--- src/rtl/req_ack_stream_arbiter.sv ---
// Round-robin arbiter: four-phase req/ack clients onto one valid/ready stream.
// Optional send-wait timeout compiled in with `define RRA_TIMEOUT_EN.
module req_ack_stream_arbiter #(
  parameter int NUM_REQ        = 4,
  parameter int DATA_W         = 8,
  parameter int TIMEOUT_CYCLES = 10
) (
  input  logic                        clk,
  input  logic                        rst,
  input  logic [NUM_REQ-1:0]          req,
  input  logic [NUM_REQ*DATA_W-1:0]   req_data,
  output logic [NUM_REQ-1:0]          ack,
  output logic                        out_valid,
  input  logic                        out_ready,
  output logic [DATA_W-1:0]           out_data,
  output logic [$clog2(NUM_REQ)-1:0]  grant_id,
  output logic                        busy,
  output logic                        timeout_err
);

  localparam int GW = $clog2(NUM_REQ);

  typedef enum logic [1:0] {IDLE, SEND, ACK, RELEASE} state_e;

  if (NUM_REQ < 2 || NUM_REQ > 8 || TIMEOUT_CYCLES < 1 || TIMEOUT_CYCLES > 255) begin : g_bad_param
    $error("req_ack_stream_arbiter: parameter out of legal range");
  end

  state_e              state_q, state_d;
  logic [DATA_W-1:0]   out_data_q, out_data_d;
  logic [GW-1:0]       grant_id_q, grant_id_d;
  logic                ack_min_q, ack_min_d;   // first ACK cycle already spent
  logic                dropped_q, dropped_d;   // requester let go during SEND

  logic [GW-1:0]       win;
  logic [DATA_W-1:0]   win_data;
  logic                win_found;

  // Round-robin scan starting just above the last grant.
  always_comb begin
    win       = grant_id_q;
    win_found = 1'b0;
    for (int k = 1; k <= NUM_REQ; k++) begin
      logic [GW-1:0] cand;
      cand = GW'((int'(grant_id_q) + k) % NUM_REQ);
      if (!win_found && req[cand]) begin
        win       = cand;
        win_found = 1'b1;
      end
    end
    win_data = '0;
    for (int i = 0; i < NUM_REQ; i++) begin
      if (win == GW'(i)) win_data = req_data[i*DATA_W +: DATA_W];
    end
  end

  // NOTE: every *_d gets its hold value first so no path through the case leaves it unassigned (no latches).
  always_comb begin
    state_d    = state_q;
    out_data_d = out_data_q;
    grant_id_d = grant_id_q;
    ack_min_d  = ack_min_q;
    dropped_d  = dropped_q;
    unique case (state_q)
      IDLE: begin
        if (win_found) begin
          state_d    = SEND;
          grant_id_d = win;
          out_data_d = win_data;
          dropped_d  = 1'b0;
        end
      end
      SEND: begin
        if (!req[grant_id_q]) dropped_d = 1'b1;
        if (out_ready) begin
          state_d   = ACK;
          ack_min_d = 1'b0;
        end
      end
      ACK: begin
        ack_min_d = 1'b1;
        // A requester that quit early gets exactly the two-cycle minimum.
        if (ack_min_q && (dropped_q || !req[grant_id_q])) state_d = RELEASE;
      end
      RELEASE: state_d = IDLE;
      default: state_d = IDLE;
    endcase
  end

  // NOTE: state registers use non-blocking assignments so all flops update from pre-edge values.
  always_ff @(posedge clk or posedge rst) begin
    if (rst) begin
      state_q    <= IDLE;
      out_data_q <= '0;
      grant_id_q <= GW'(NUM_REQ - 1);
      ack_min_q  <= 1'b0;
      dropped_q  <= 1'b0;
    end else begin
      state_q    <= state_d;
      out_data_q <= out_data_d;
      grant_id_q <= grant_id_d;
      ack_min_q  <= ack_min_d;
      dropped_q  <= dropped_d;
    end
  end

  always_comb begin
    ack = '0;
    if (state_q == ACK) ack[grant_id_q] = 1'b1;
  end

  assign out_valid = (state_q == SEND);
  assign out_data  = out_data_q;
  assign grant_id  = grant_id_q;
  assign busy      = (state_q != IDLE);

`ifdef RRA_TIMEOUT_EN
  logic [7:0] wait_cnt_q, wait_cnt_d;
  logic       timeout_err_q, timeout_err_d;

  // Pulse is registered so it lands in the cycle the counter reaches the limit.
  always_comb begin
    wait_cnt_d    = wait_cnt_q;
    timeout_err_d = 1'b0;
    if (state_q == IDLE && win_found) begin
      wait_cnt_d = '0;
    end else if (state_q == SEND && !out_ready) begin
      if (wait_cnt_q != 8'hFF) wait_cnt_d = wait_cnt_q + 8'd1;
      timeout_err_d = (wait_cnt_q == 8'(TIMEOUT_CYCLES - 1));
    end
  end

  always_ff @(posedge clk or posedge rst) begin
    if (rst) begin
      wait_cnt_q    <= '0;
      timeout_err_q <= 1'b0;
    end else begin
      wait_cnt_q    <= wait_cnt_d;
      timeout_err_q <= timeout_err_d;
    end
  end

  assign timeout_err = timeout_err_q;
`else
  assign timeout_err = 1'b0;
`endif

endmodule

--- config.mk ---
export PLATFORM = sky130hd
export DESIGN_NAME = req_ack_stream_arbiter
export DESIGN_NICKNAME = d
export VERILOG_FILES = /design/src/rtl/req_ack_stream_arbiter.sv
export SDC_FILE = /design/constraint.sdc
export NUM_CORES = 1
export LEC_CHECK = 0
export CAP_MARGIN = 20
export CORE_MARGIN = 2
export CORE_UTILIZATION = 45
export CTS_CLUSTER_DIAMETER = 120
export CTS_CLUSTER_SIZE = 12
export DETAILED_ROUTE_END_ITERATION = 16
export GPL_TIMING_DRIVEN = 0
export PLACE_DENSITY = 0.95
export SYNTH_ARGS = -nofsm -noshare
export SYNTH_HDL_FRONTEND = slang
export SYNTH_SLANG_ARGS = --single-unit
--- constraint.sdc ---
create_clock -name clk -period 4.3 [get_ports clk]
set_input_delay 1.29 -clock clk [delete_from_list [all_inputs] [get_ports clk]]
set_output_delay 1.29 -clock clk [all_outputs]
set_load 0.005 [all_outputs]
Figure 1. Supply network.
Pins as bars on the die edge. Tap cells in grey.
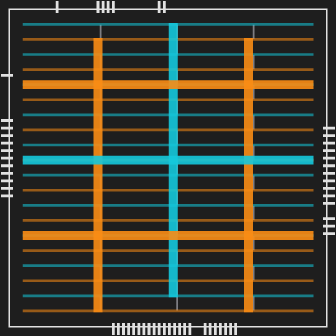
cyan -> VDD
orange -> VSS
met4 straps = 3
signal pins = 56
rows = 19
met1 rails = 20
VDD IR max: 0.698 mV
core area: 0.00271 mm2

Figure 2. Placed cells, one colour a class.
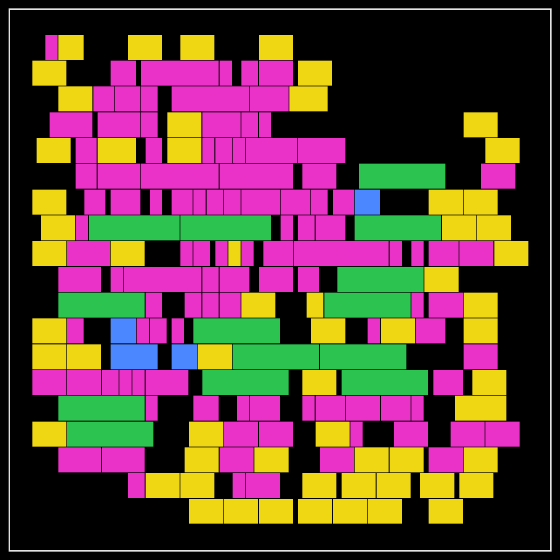
green -> registers  # cells 14, share of their area 19%
yellow -> remaining buffers and delay cells  # cells 60, share of their area 32%
magenta -> remaining logic cells  # cells 106, share of their area 47%
blue -> clock drivers and dummy loads  # cells 4, share of their area 2.0%
fraction of area in registers: 0.188
final core occ: 0.693

Figure 3. Clock network drawn from the DEF.
Bar = 20 um.
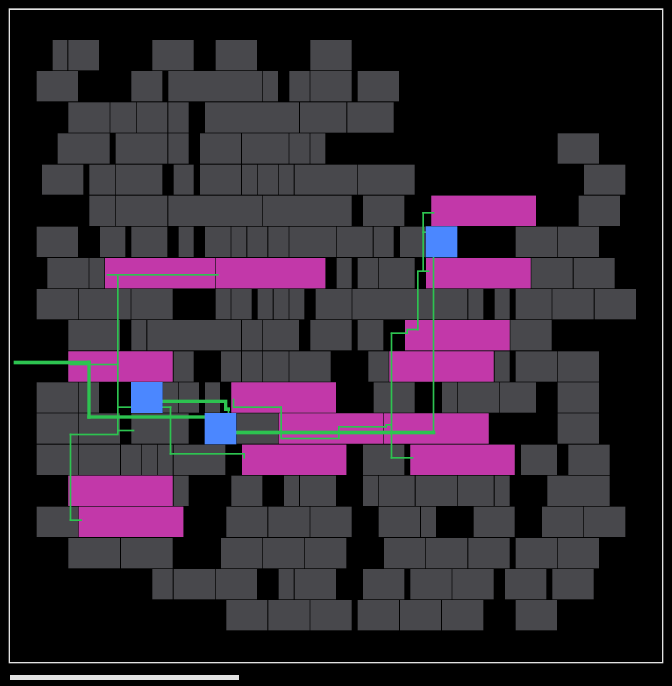
magenta -> flip-flops  # count 14
blue -> clock-net drivers  # count 3
green -> clock wires  # length 176 um
routed clock nets = 4
worst-skew pair later-pin latency: 0.29 ns
Clock Power: 0.0951 mW

==> Changelog: implementation <==
### Metrics

- Power Density: 790 mW/mm2
- Setup violations, final: 0
- Detailed Route Iter0 Violations: 49
- Commonest Layout Cell: clkdlybuf4s50_1
- Cycle use final: 0.787
- Arrival @ worst endpoint: 3.54 ns
- Mux area share: 0.232
- Count of pins over their slew limit: 0
- Die width: 57.0 um
- CP bufs+invs: 2
- Gate Count Post-Synth: 126
- Initial antenna violation count: 0
- NetSw: 0.637 mW
- Non-clock buffering overhead: 0.316
- CTS Buf Count: 3
- Synth async-reset ratio: 1.00
- FF/Latch Area: 353 um2
- Simple share: 0.123
- Gr busiest metal: met2
- Synth area leader: dfrtp_1
- Multi-In Gates: 96
- Adders+Majority by Area: 0.0792
- Flop pwr share: 0.179
- Worst hold path type: reg -> reg
- # clock sinks: 14
- Most frequent logic cells in the routed design: clkdlybuf4s50_1 (54), mux2i_1 (18), nand2_1 (13)
- Slew at the pin closest to its max-slew limit: 0.534 ns
- Mean Syn Cell Area: 10.0 um2
- Metal2 WL: 1840 um
- Number of global-route vias before repair: 1,252
- Metal1 wirelength: 1240 um
- Seq group: 0.265 mW
- Sw frac: 0.429
- Top-count cell post-synth: mux2i_1
- Resized Gates After CTS: 0
- Vias post-DR: 1,215
- Comb area leader: multiplexers
- Yosys cell count: 126
- Tot GR Track Use: 0.220
- Nets: 232
- I/O Pins: 56
- #FFs+latches synth: 14
- XORs/XNORs by Area: 0.0287
- Avg Vias per Cell: 5.65
- Status: finished clean
- Antenna viol nets, final: 0
- Top cell category: multi-input combinational cells
- Std cell rows: 19
- Initial Util: 0.466
- DP HPWL: 2720 um
- CTS tree: built
- CP top delay family: multiplexers
- Bufs on Longest Clock Path: 2
- CLK BUF: 4
- Worst Path Max Fanout: 10
- Cell area after synthesis: 0.00126 mm2
- Share of the synthesized area in the top cell type: 0.238
- Critical path class: in -> reg
- Largest net degree at the start of global routing: 15
- Main power group: combinational cells
- Pint: 0.847 mW
- Sequential area share after synthesis: 0.279
- Layout area overhead: 48.7%
- Final TNS setup: 0 ns
- M1 GR Usage: 0.245
- Post-synthesis compound-gate area fraction: 0.183
- Clock-cell share of area: 0.0193
- Clock root cell: clkbuf_4
==> sequential cells by signal, summed over array words and instances (netlist names) <==
signal,flops
ack_min_q,1
dropped_q,1
grant_id,2
out_data,8
state_q,2
==> final timing paths <==
kind                       slack, ns  depth (start not counted)                     from                      end
setup / recovery                0.91                          8                   req[1]  out_data[1]$_DFFE_PP0P_
hold / removal                  0.50                          2  out_data[4]$_DFFE_PP0P_  out_data[4]$_DFFE_PP0P_
setup reg to reg                1.34                         11  grant_id[0]$_DFFE_PP1P_  out_data[1]$_DFFE_PP0P_
hold reg to reg                 0.50                          2  out_data[4]$_DFFE_PP0P_  out_data[4]$_DFFE_PP0P_
min in group asynchronous       1.33                          2                      rst  out_data[0]$_DFFE_PP0P_
max in group asynchronous       2.61                          2                      rst  grant_id[0]$_DFFE_PP1P_
==> stage by stage <==
| step | hold WS [ns] | setup slack [ns] | instance area, um2 | power, mW | instances |
|---|---|---|---|---|---|
| 6_report | 0.503 | 0.915 | 1880 | 1.48 | 215 |
| 5_1_grt | 0.526 | 0.805 | 1880 | 1.60 | 215 |
| 4_1_cts | 0.509 | 0.915 | 1880 | 1.50 | 215 |
| 3_5_place_dp | 0.489 | 0.590 | 1840 | 1.39 | 211 |
| 3_3_place_gp | 0.471 | 0.707 | 1840 | 1.34 | 211 |
| 2_1_floorplan | 0.480 | 1.42 | 1260 | 1.07 | 126 |
==> worst register-to-register path, cell delays in order, from the launching register on <==
cell and delay [ns]:
dfstp_2 0.58, buf_6 0.15, buf_6 0.16, inv_1 0.10, ha_1 0.38, mux4_2 0.37
nor2b_4 0.17, nor2_4 0.14, xnor2_4 0.20, buf_8 0.20, mux2i_1 0.23, o221ai_1 0.14
No activity file was given, so power comes from the tool's default toggle rates.
